--- src/rtl/snoop_bus_pkg.sv ---
// Shared types for the snoop bus responder: request opcodes, response codes
// and the responder FSM states.
package snoop_bus_pkg;

  // Request opcodes on the sdt channel; 3'b100..3'b111 are illegal.
  typedef enum logic [2:0] {
    OpRdS = 3'b000,
    OpRdX = 3'b001,
    OpInv = 3'b010,
    OpWb  = 3'b011
  } op_e;

  // Response codes on the sdr channel.
  typedef enum logic [2:0] {
    RspNone  = 3'b000,
    RspAck   = 3'b001,
    RspDataE = 3'b010,
    RspDataS = 3'b011,
    RspErr   = 3'b111
  } rsp_e;

  typedef enum logic [1:0] {
    StIdle = 2'b00,
    StWait = 2'b01,
    StResp = 2'b10
  } state_e;

endpackage

--- src/rtl/snoop_resp_mem.sv ---
// Block-granular backing store for the snoop bus responder.
// One synchronous write port, one combinational read port, async-reset to zero.
// Optional feature: SNOOP_RSP_SHARED_TRACK_EN adds a per-block shared bit.
module snoop_resp_mem
  import snoop_bus_pkg::*;
#(
  parameter int unsigned BLK_WIDTH = 32,
  parameter int unsigned NUM_BLK   = 16,
  parameter int unsigned IDX_WIDTH = $clog2(NUM_BLK)
) (
  input  logic                 clk,
  input  logic                 rst_n,
  input  logic                 wr_en,
  input  logic [IDX_WIDTH-1:0] wr_idx,
  input  logic [BLK_WIDTH-1:0] wr_data,
  input  logic [IDX_WIDTH-1:0] rd_idx,
  output logic [BLK_WIDTH-1:0] rd_data
`ifdef SNOOP_RSP_SHARED_TRACK_EN
  ,
  input  logic                 sh_we,
  input  logic                 sh_wval,
  output logic                 sh_rd
`endif
);

  logic [BLK_WIDTH-1:0] mem_q [NUM_BLK];

  // Block storage: cleared on reset, written by accepted write-backs.
  always_ff @(posedge clk or negedge rst_n) begin
    if (!rst_n) begin
      for (int i = 0; i < int'(NUM_BLK); i++) begin
        mem_q[i] <= '0;
      end
    end else if (wr_en) begin
      mem_q[wr_idx] <= wr_data;
    end
  end

  assign rd_data = mem_q[rd_idx];

`ifdef SNOOP_RSP_SHARED_TRACK_EN
  logic [NUM_BLK-1:0] sh_q;

  // Shared bits share the read index: they are updated for the block being answered.
  always_ff @(posedge clk or negedge rst_n) begin
    if (!rst_n) begin
      sh_q <= '0;
    end else if (sh_we) begin
      sh_q[rd_idx] <= sh_wval;
    end
  end

  assign sh_rd = sh_q[rd_idx];
`endif

endmodule

--- src/rtl/snoop_bus_responder.sv ---
// Downstream responder for the cache sdt/sdr channel pair, backed by a small
// block memory. One request outstanding; response after RSP_LAT wait cycles.
// Optional feature: SNOOP_RSP_SHARED_TRACK_EN (RD_S returns DATA_S on re-read).
module snoop_bus_responder
  import snoop_bus_pkg::*;
#(
  parameter int unsigned PADDR_WIDTH = 16,
  parameter int unsigned BLK_WIDTH   = 32,
  parameter int unsigned NUM_BLK     = 16,
  parameter int unsigned RSP_LAT     = 2,
  parameter int unsigned SADDR_WIDTH = PADDR_WIDTH - $clog2(BLK_WIDTH / 8)
) (
  input  logic                   clk,
  input  logic                   rst_n,
  input  logic                   sdt_valid,
  output logic                   sdt_ready,
  input  logic [2:0]             sdt_op,
  input  logic [SADDR_WIDTH-1:0] sdt_addr,
  input  logic [BLK_WIDTH-1:0]   sdt_data,
  output logic                   sdr_valid,
  input  logic                   sdr_ready,
  output logic [2:0]             sdr_rsp,
  output logic [BLK_WIDTH-1:0]   sdr_data
);

  localparam int unsigned IdxW = $clog2(NUM_BLK);
  localparam int unsigned CntW = (RSP_LAT > 0) ? $clog2(RSP_LAT + 1) : 1;
  // WAIT lasts RSP_LAT cycles, so the counter starts one below the latency.
  localparam logic [CntW-1:0] CntLoad = CntW'((RSP_LAT == 0) ? 0 : RSP_LAT - 1);

  state_e               state_q, state_d;
  logic [CntW-1:0]      cnt_q, cnt_d;
  logic [2:0]           op_q, op_d;
  logic [IdxW-1:0]      idx_q, idx_d;
  logic                 ready_q, ready_d;
  rsp_e                 rsp_q, rsp_d;
  logic [BLK_WIDTH-1:0] data_q, data_d;

  logic [2:0]           cur_op;
  logic [IdxW-1:0]      cur_idx;
  logic                 accept;
  logic                 enter_resp;
  logic                 wr_en;
  logic [BLK_WIDTH-1:0] rd_data;
  rsp_e                 new_rsp;
  logic [BLK_WIDTH-1:0] new_data;

  if (SADDR_WIDTH > IdxW) begin : g_addr_hi
    logic unused_addr_hi;
    assign unused_addr_hi = ^sdt_addr[SADDR_WIDTH-1:IdxW];
  end

`ifdef SNOOP_RSP_SHARED_TRACK_EN
  logic sh_we;
  logic sh_wval;
  logic sh_rd;
`endif

  snoop_resp_mem #(
    .BLK_WIDTH (BLK_WIDTH),
    .NUM_BLK   (NUM_BLK),
    .IDX_WIDTH (IdxW)
  ) u_mem (
    .clk     (clk),
    .rst_n   (rst_n),
    .wr_en   (wr_en),
    .wr_idx  (cur_idx),
    .wr_data (sdt_data),
    .rd_idx  (cur_idx),
    .rd_data (rd_data)
`ifdef SNOOP_RSP_SHARED_TRACK_EN
    ,
    .sh_we   (sh_we),
    .sh_wval (sh_wval),
    .sh_rd   (sh_rd)
`endif
  );

  // Next state, latches and counter; in IDLE the live request drives the memory
  // ports so a zero-latency response can be formed on the accept edge.
  always_comb begin
    state_d    = state_q;
    cnt_d      = cnt_q;
    op_d       = op_q;
    idx_d      = idx_q;
    rsp_d      = rsp_q;
    data_d     = data_q;
    cur_op     = op_q;
    cur_idx    = idx_q;
    accept     = 1'b0;
    enter_resp = 1'b0;
    wr_en      = 1'b0;
    unique case (state_q)
      StIdle: begin
        cur_op  = sdt_op;
        cur_idx = sdt_addr[IdxW-1:0];
        accept  = sdt_valid && ready_q;
        if (accept) begin
          op_d  = cur_op;
          idx_d = cur_idx;
          wr_en = (cur_op == OpWb);
          if (RSP_LAT == 0) begin
            state_d    = StResp;
            enter_resp = 1'b1;
          end else begin
            state_d = StWait;
            cnt_d   = CntLoad;
          end
        end
      end
      StWait: begin
        if (cnt_q == '0) begin
          state_d    = StResp;
          enter_resp = 1'b1;
        end else begin
          cnt_d = cnt_q - CntW'(1);
        end
      end
      StResp: begin
        if (sdr_ready) begin
          state_d = StIdle;
          rsp_d   = RspNone;
          data_d  = '0;
        end
      end
      default: state_d = StIdle;
    endcase
    if (enter_resp) begin
      rsp_d  = new_rsp;
      data_d = new_data;
    end
    ready_d = (state_d == StIdle);
  end

  // Response decode for the request currently on the memory ports.
  always_comb begin
    new_rsp  = RspErr;
    new_data = '0;
`ifdef SNOOP_RSP_SHARED_TRACK_EN
    sh_we    = 1'b0;
    sh_wval  = 1'b0;
`endif
    case (cur_op)
      OpRdS: begin
        new_rsp  = RspDataE;
        new_data = rd_data;
`ifdef SNOOP_RSP_SHARED_TRACK_EN
        if (sh_rd) new_rsp = RspDataS;
        sh_we   = enter_resp;
        sh_wval = 1'b1;
`endif
      end
      OpRdX: begin
        new_rsp  = RspDataE;
        new_data = rd_data;
`ifdef SNOOP_RSP_SHARED_TRACK_EN
        sh_we    = enter_resp;
`endif
      end
      OpInv, OpWb: begin
        new_rsp = RspAck;
`ifdef SNOOP_RSP_SHARED_TRACK_EN
        sh_we   = enter_resp;
`endif
      end
      default: new_rsp = RspErr;
    endcase
  end

  // State and output registers; ready is registered so it stays low during reset
  // and rises on the first edge after release.
  always_ff @(posedge clk or negedge rst_n) begin
    if (!rst_n) begin
      state_q <= StIdle;
      cnt_q   <= '0;
      op_q    <= '0;
      idx_q   <= '0;
      ready_q <= 1'b0;
      rsp_q   <= RspNone;
      data_q  <= '0;
    end else begin
      state_q <= state_d;
      cnt_q   <= cnt_d;
      op_q    <= op_d;
      idx_q   <= idx_d;
      ready_q <= ready_d;
      rsp_q   <= rsp_d;
      data_q  <= data_d;
    end
  end

  assign sdt_ready = ready_q;
  assign sdr_valid = (state_q == StResp);
  assign sdr_rsp   = rsp_q;
  assign sdr_data  = data_q;

endmodule

--- config.mk ---
export PLATFORM = sky130hd
export DESIGN_NAME = snoop_bus_responder
export DESIGN_NICKNAME = d
export VERILOG_FILES = /design/src/rtl/snoop_bus_pkg.sv /design/src/rtl/snoop_resp_mem.sv /design/src/rtl/snoop_bus_responder.sv
export SDC_FILE = /design/constraint.sdc
export NUM_CORES = 1
export LEC_CHECK = 0
export CORE_UTILIZATION = 51
export CTS_CLUSTER_DIAMETER = 50
export DETAILED_ROUTE_END_ITERATION = 8
export GPL_TIMING_DRIVEN = 0
export PLACE_DENSITY_LB_ADDON = 0.15
export SKIP_LAST_GASP = 1
export SYNTH_ARGS = -nofsm -noshare
export SYNTH_HDL_FRONTEND = slang
export SYNTH_SLANG_ARGS = --single-unit
--- constraint.sdc ---
create_clock -name clk -period 3.4 [get_ports clk]
set_input_delay 0.51 -clock clk [delete_from_list [all_inputs] [get_ports clk]]
set_output_delay 0.51 -clock clk [all_outputs]
set_load 0.03 [all_outputs]
==> run_1/placement.png <==
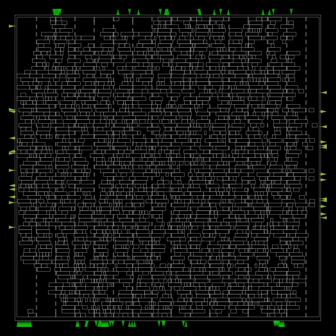
post-layout util: 59.7%
number of core rows: 79
core box area: 46,600 um2
tap cell instance count: 607

==> run_1/logic_types.png <==
Scale bar: 50 um.
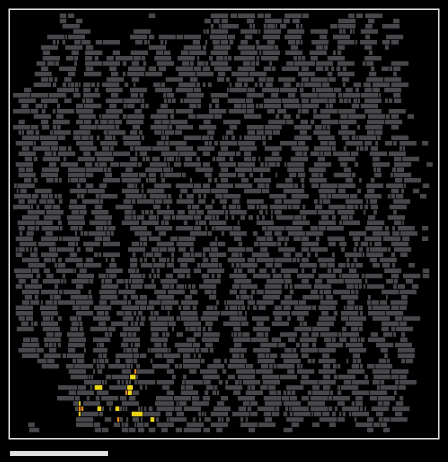
Orange is inv cells, cells 5, most used inv_1, where south-west. Yellow is nor cells, cells 10, most used nor2b_1, where south-west.

==> run_1/wires.png <==
Scale bar: 50 um.
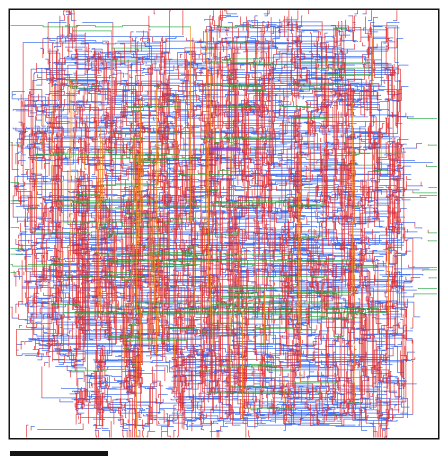
Blue is metal 1, wire length 30.8 mm. Orange is metal 4, wire length 3,420 um. Purple is metal 5, wire length 13.8 um. Red is metal 2, wire length 34.4 mm. Green is metal 3, wire length 4,680 um.

==> flow_summary_export.csv, run 1 <==
group,metric,value,unit
yosys,ys_async_sr_fraction,100,%
final_layout,final_area,27800,um2
route,drt-vias-per-instance,6.35,
clock_tree,max-clock-path-buffers,3,
critical_path,cp_max_fo,10,
clock_tree,worstSkewPairLatency,0.63,ns
global_routing,first_global_vias,17108,
pwr,pwr.group.sequential,8.54,mW
final_layout,number_of_multi_input_combinational_cells_in_the_layout,1076,
pwr,clock_power_share,28.2,%
global_routing,gr-total-overflow,0,
critical_path,setup.worst_path.end_class,"flop",
yosys,leading_cell_type_by_number_of_instances_after_synthesis,"sky130_fd_sc_hd__dfrtp_1",
yosys,synth_seq_share,58.1,%
yosys,netlist.top_cell.by_area,"sky130_fd_sc_hd__dfrtp_1",
yosys,mux_share_of_post_synthesis_cell_area,24.1,%
critical_path,worst_r2r_startpoint,"state_q[1]",
pwr,power.share.combinational,35.4,%
yosys,yosys.stat.chipArea,24000,um2
yosys,yosys.cell_types.count,38,
clock_tree,post_cts_resized,0,
timing,time_the_final_worst_path_needs_with_i_o_delays_and_setup,3.31,ns
critical_path,crit_chain,"or2_4 -> or3_1 -> o31ai_4 -> clkbuf_1 -> o21ai_0 -> nand4_1 -> o21ai_0",
worst_hold_path,holdCritPathClass,"input port to async pin",
placement,globalplace.congestion,0.839,
route,ant_nets,0,
global_routing,global_route.peak_usage_layer,"met2",
clock_tree,cts.repair_timing.setup_buffer_count,0,
run_status,run_status,"completed",
critical_path,worst-r2r-setup-slack,0.09,ns
critical_path,crit_arrival,3.79,ns
clock_tree,cts_hold_buf,1,
yosys,instance_count_of_the_mapped_netlist,1797,
timing,worst-slew-pin-transition,1.33,ns
final_layout,nNetsFinal,1997,
final_layout,signal_buffer_area_fraction,6.74,%
die,floorplanUtilization,51.6,%
final_layout,nNonClkBuffers,243,
pwr,power_report.internal_total,14.7,mW
critical_path,cp_common_cell,"sky130_fd_sc_hd__o21ai_0",
final_layout,layout.filler_cells,3711,
run,cap_violations,0,
yosys,top_logic_kind,"multiplexers",
final_layout,area_dominant_class,"flip-flops and latches",
pwr,comb_power,8.31,mW
critical_path,critPathSlowestCell,"sky130_fd_sc_hd__clkbuf_1",
critical_path,ff2ff_path_depth,7,
clock_tree,tritoncts_num_sinks,558,
pwr,switchingPower,8.74,mW
placement,preCtsSetupSlack,-0.246,ns
critical_path,crit_family,"buffers and inverters",
global_routing,grt_use_total,31.3,%
timing,tns,0,ns
critical_path,slowest_delay,1.03,ns
yosys,ys.flops,558,
route,detail_route.iter0.violations,1373,
final_layout,clock_cell_area_share,7.35,%
pwr,power.switching_fraction,37.2,%
timing,finalCritPeriodShare,97.4,%
pwr,total_power,23.5,mW
critical_path,criticalPathCategory,"flop to flop",
global_routing,antenna_violations_before_repair,1,
critical_path,critPathLaunch,"state_q[1]",
route,met1Wirelength,30.8,mm
yosys,synth-edff-count,0,
global_routing,global_route.usage.met3,5.13,%
global_routing,first_pass_grt_wire_length,109,mm
final_layout,top_register,"u_mem.mem_q",
pwr,clock_net_power,6.62,mW
timing,timing.max_slew.rel_slack,11.6,%
die,floorplan.die.height,219,um
final_layout,sequential_cell_total,558,
route,drt_wl_total,73.3,mm
route,detail_route_met3_wl,4.68,mm
yosys,yosys_warnings,0,
critical_path,rr_endpoint,"sdr_data[27]",
route,route.top_layer_used,"met5",
==> run_1/layer_met4.png <==
Scale bar: 50 um.
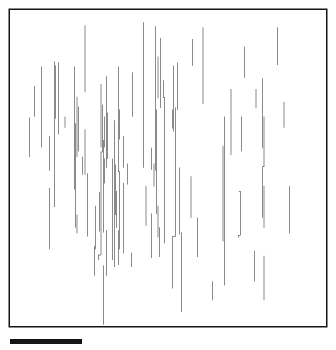

--- run 2 (diff from run 1) ---
--- a/config.mk
+++ b/config.mk
@@ -5,7 +5,7 @@
 export SDC_FILE = /design/constraint.sdc
 export NUM_CORES = 1
 export LEC_CHECK = 0
-export CORE_UTILIZATION = 51
+export CORE_UTILIZATION = 25
 export CTS_CLUSTER_DIAMETER = 50
 export DETAILED_ROUTE_END_ITERATION = 8
 export GPL_TIMING_DRIVEN = 0
==> run_2/layer_met4.png <==
Scale bar: 100 um.
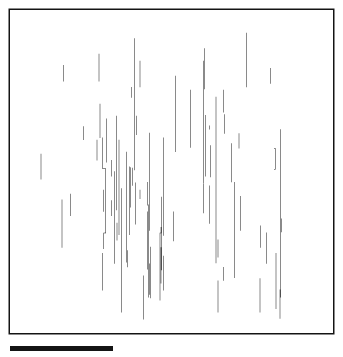
The wires run mostly vertical. The longest straight run is 163 um.

==> run_2/logic_types.png <==
Scale bar: 100 um.
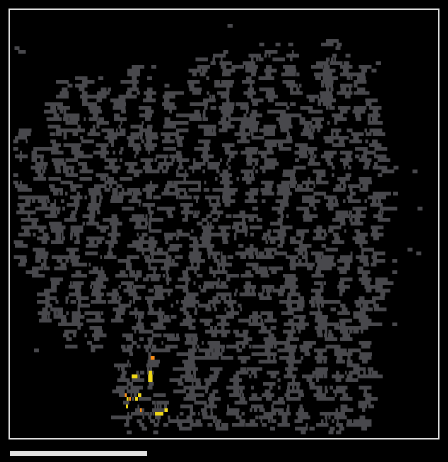
Orange is inv cells, cells 5, most used inv_1. Yellow is nor cells, cells 10, most used nor2b_1.
tally of non-filler cells in the final layout: 3,312
share of cell area taken by multi-input logic gates: 30.6%
Top cell excl fill/tap: sky130_fd_sc_hd__dfrtp_1

==> flow_summary_export.csv, run 2 <==
group,metric,value,unit
pwr,power.share.combinational,32.4,%
run_status,violations_in_the_final_reports,"capacitance limit",
final_layout,number_of_multi_input_combinational_cells_in_the_layout,1076,
die,tapcell.inserted,1265,
timing,final.setup_skew,0.0413,ns
critical_path,crit_arrival,3.85,ns
yosys,area_share_of_the_largest_cell_type_after_synthesis,58.1,%
timing,final-setup-viol-count,0,
final_layout,layout.filler_cells,9543,
yosys,netlist.top_cell.by_area,"sky130_fd_sc_hd__dfrtp_1",
final_layout,top_register,"u_mem.mem_q",
run_status,run_status,"finished with violations",
run,number_of_logged_tool_warnings,42,
pwr,power_report.internal_total,17.2,mW
timing,finalCritPeriodShare,98.9,%
global_routing,pin_count_of_the_biggest_net_entering_global_routing,110,
final_layout,antenna_cells_inserted,3,
yosys,mux_share_of_post_synthesis_cell_area,24.1,%
placement,globalplace.congestion,0.762,
global_routing,global_route.peak_usage_layer,"met2",
critical_path,slowest_delay,0.89,ns
final_layout,sh_seq_area,46.8,%
final_layout,nonClockInverterCount,5,
timing,rsz0062_at_grt,"no",
critical_path,rr_endpoint,"sdr_data[22]",
yosys,leading_cell_type_by_number_of_instances_after_synthesis,"sky130_fd_sc_hd__dfrtp_1",
route,wire_per_inst,26.8,um
run,cap_violations,1,
clock_tree,cts_tree,"built",
route,detail_route_met3_wl,5.08,mm
route,detail_route.iter0.violations,977,
global_routing,antenna_violations_before_repair,3,
global_routing,global_route.usage.met3,3.88,%
yosys,synth-edff-count,0,
route,drt_pass1_iterations,5,
final_layout,signal_buffer_area_fraction,6.40,%
critical_path,criticalPathCategory,"flop to flop",
die,floorplanUtilization,25.3,%
critical_path,critPathSlowestCell,"sky130_fd_sc_hd__clkbuf_1",
yosys,yosys.cell_types.count,38,
route,ant_nets,0,
yosys,yosys_warnings,0,
critical_path,worst_r2r_startpoint,"state_q[1]",
yosys,ff_type,"sky130_fd_sc_hd__dfrtp_1",
final_layout,layout-drive-gt1-share,36.6,%
timing,worst-slew-pin-transition,1.49,ns
placement,detailed_place.area,26600,um2
route,drt-vias-per-instance,4.99,
placement,preCtsSetupSlack,-0.522,ns
timing,tns,0,ns
die,floorplan.die.height,312,um
global_routing,grt_use_total,18.2,%
yosys,top_logic_kind,"multiplexers",
pwr,power.switching_fraction,36.8,%
clock_tree,cts.repair_timing.setup_buffer_count,0,
pwr,clock_net_power,9.81,mW
critical_path,crit_family,"simple AND/OR/NAND/NOR gates",
timing,layout_setup_ws,0.0364,ns
worst_hold_path,holdCritPathClass,"input port to async pin",
global_routing,first_global_vias,17526,
yosys,ys_async_sr_fraction,100,%
yosys,synth_seq_share,58.1,%
yosys,ys.flops,558,
clock_tree,tritoncts.num_buffers,88,
global_routing,grt.met1_usage,23.9,%
final_layout,area_dominant_class,"flip-flops and latches",
yosys,fp_nets,1851,
critical_path,critPathLaunch,"state_q[1]",
pwr,power.largest_group,"the clock network",
die,placementRows,113,
route,drt_wl_total,88.9,mm
final_layout,clock_cell_area_share,10.8,%
global_routing,first_pass_grt_wire_length,127,mm
pwr,total_power,27.2,mW
yosys,synth_compound_gate_area_share,10.5,%
critical_path,cp_common_cell,"sky130_fd_sc_hd__o21ai_0",
final_layout,n_clock_buffer,102,
timing,hold_ws,0.414,ns
die,fp.coreArea,95200,um2
critical_path,worstPathBufferInverterCount,1,
route,met1Wirelength,38.6,mm
critical_path,setup.worst_path.end_class,"flop",
yosys,yosys.stat.chipArea,24000,um2
pwr,switchingPower,10.0,mW
clock_tree,tritoncts_num_sinks,558,
final_layout,nNetsFinal,2026,
die,fp.dieW,312,um
pwr,pwr.group.sequential,8.55,mW
final_layout,nNonClkBuffers,243,
clock_tree,worstSkewPairLatency,0.64,ns
final_layout,flop_area,14000,um2
yosys,adder_share,0.0520,%
timing,time_the_final_worst_path_needs_with_i_o_delays_and_setup,3.36,ns
yosys,instance_count_of_the_mapped_netlist,1797,
pwr,clock_power_share,36.1,%
timing,timing.max_slew.rel_slack,0.625,%
pwr,comb_power,8.81,mW
critical_path,ff2ff_path_depth,7,
critical_path,worst-r2r-setup-slack,0.04,ns
critical_path,cp_max_fo,11,
clock_tree,post_cts_resized,8,
critical_path,crit_chain,"or2_4 -> or3_1 -> o31ai_4 -> clkbuf_1 -> o21ai_0 -> nand4_1 -> o21ai_0",
final_layout,final_area,29800,um2
final_layout,sequential_cell_total,558,
route,route.top_layer_used,"met5",
final_layout,final_core_utilization,31.4,%
route,wl_met2,41.9,mm
clock_tree,max-clock-path-buffers,3,
clock_tree,cts_hold_buf,1,
global_routing,gr-total-overflow,0,
Power is estimated from default activity; no workload was simulated.
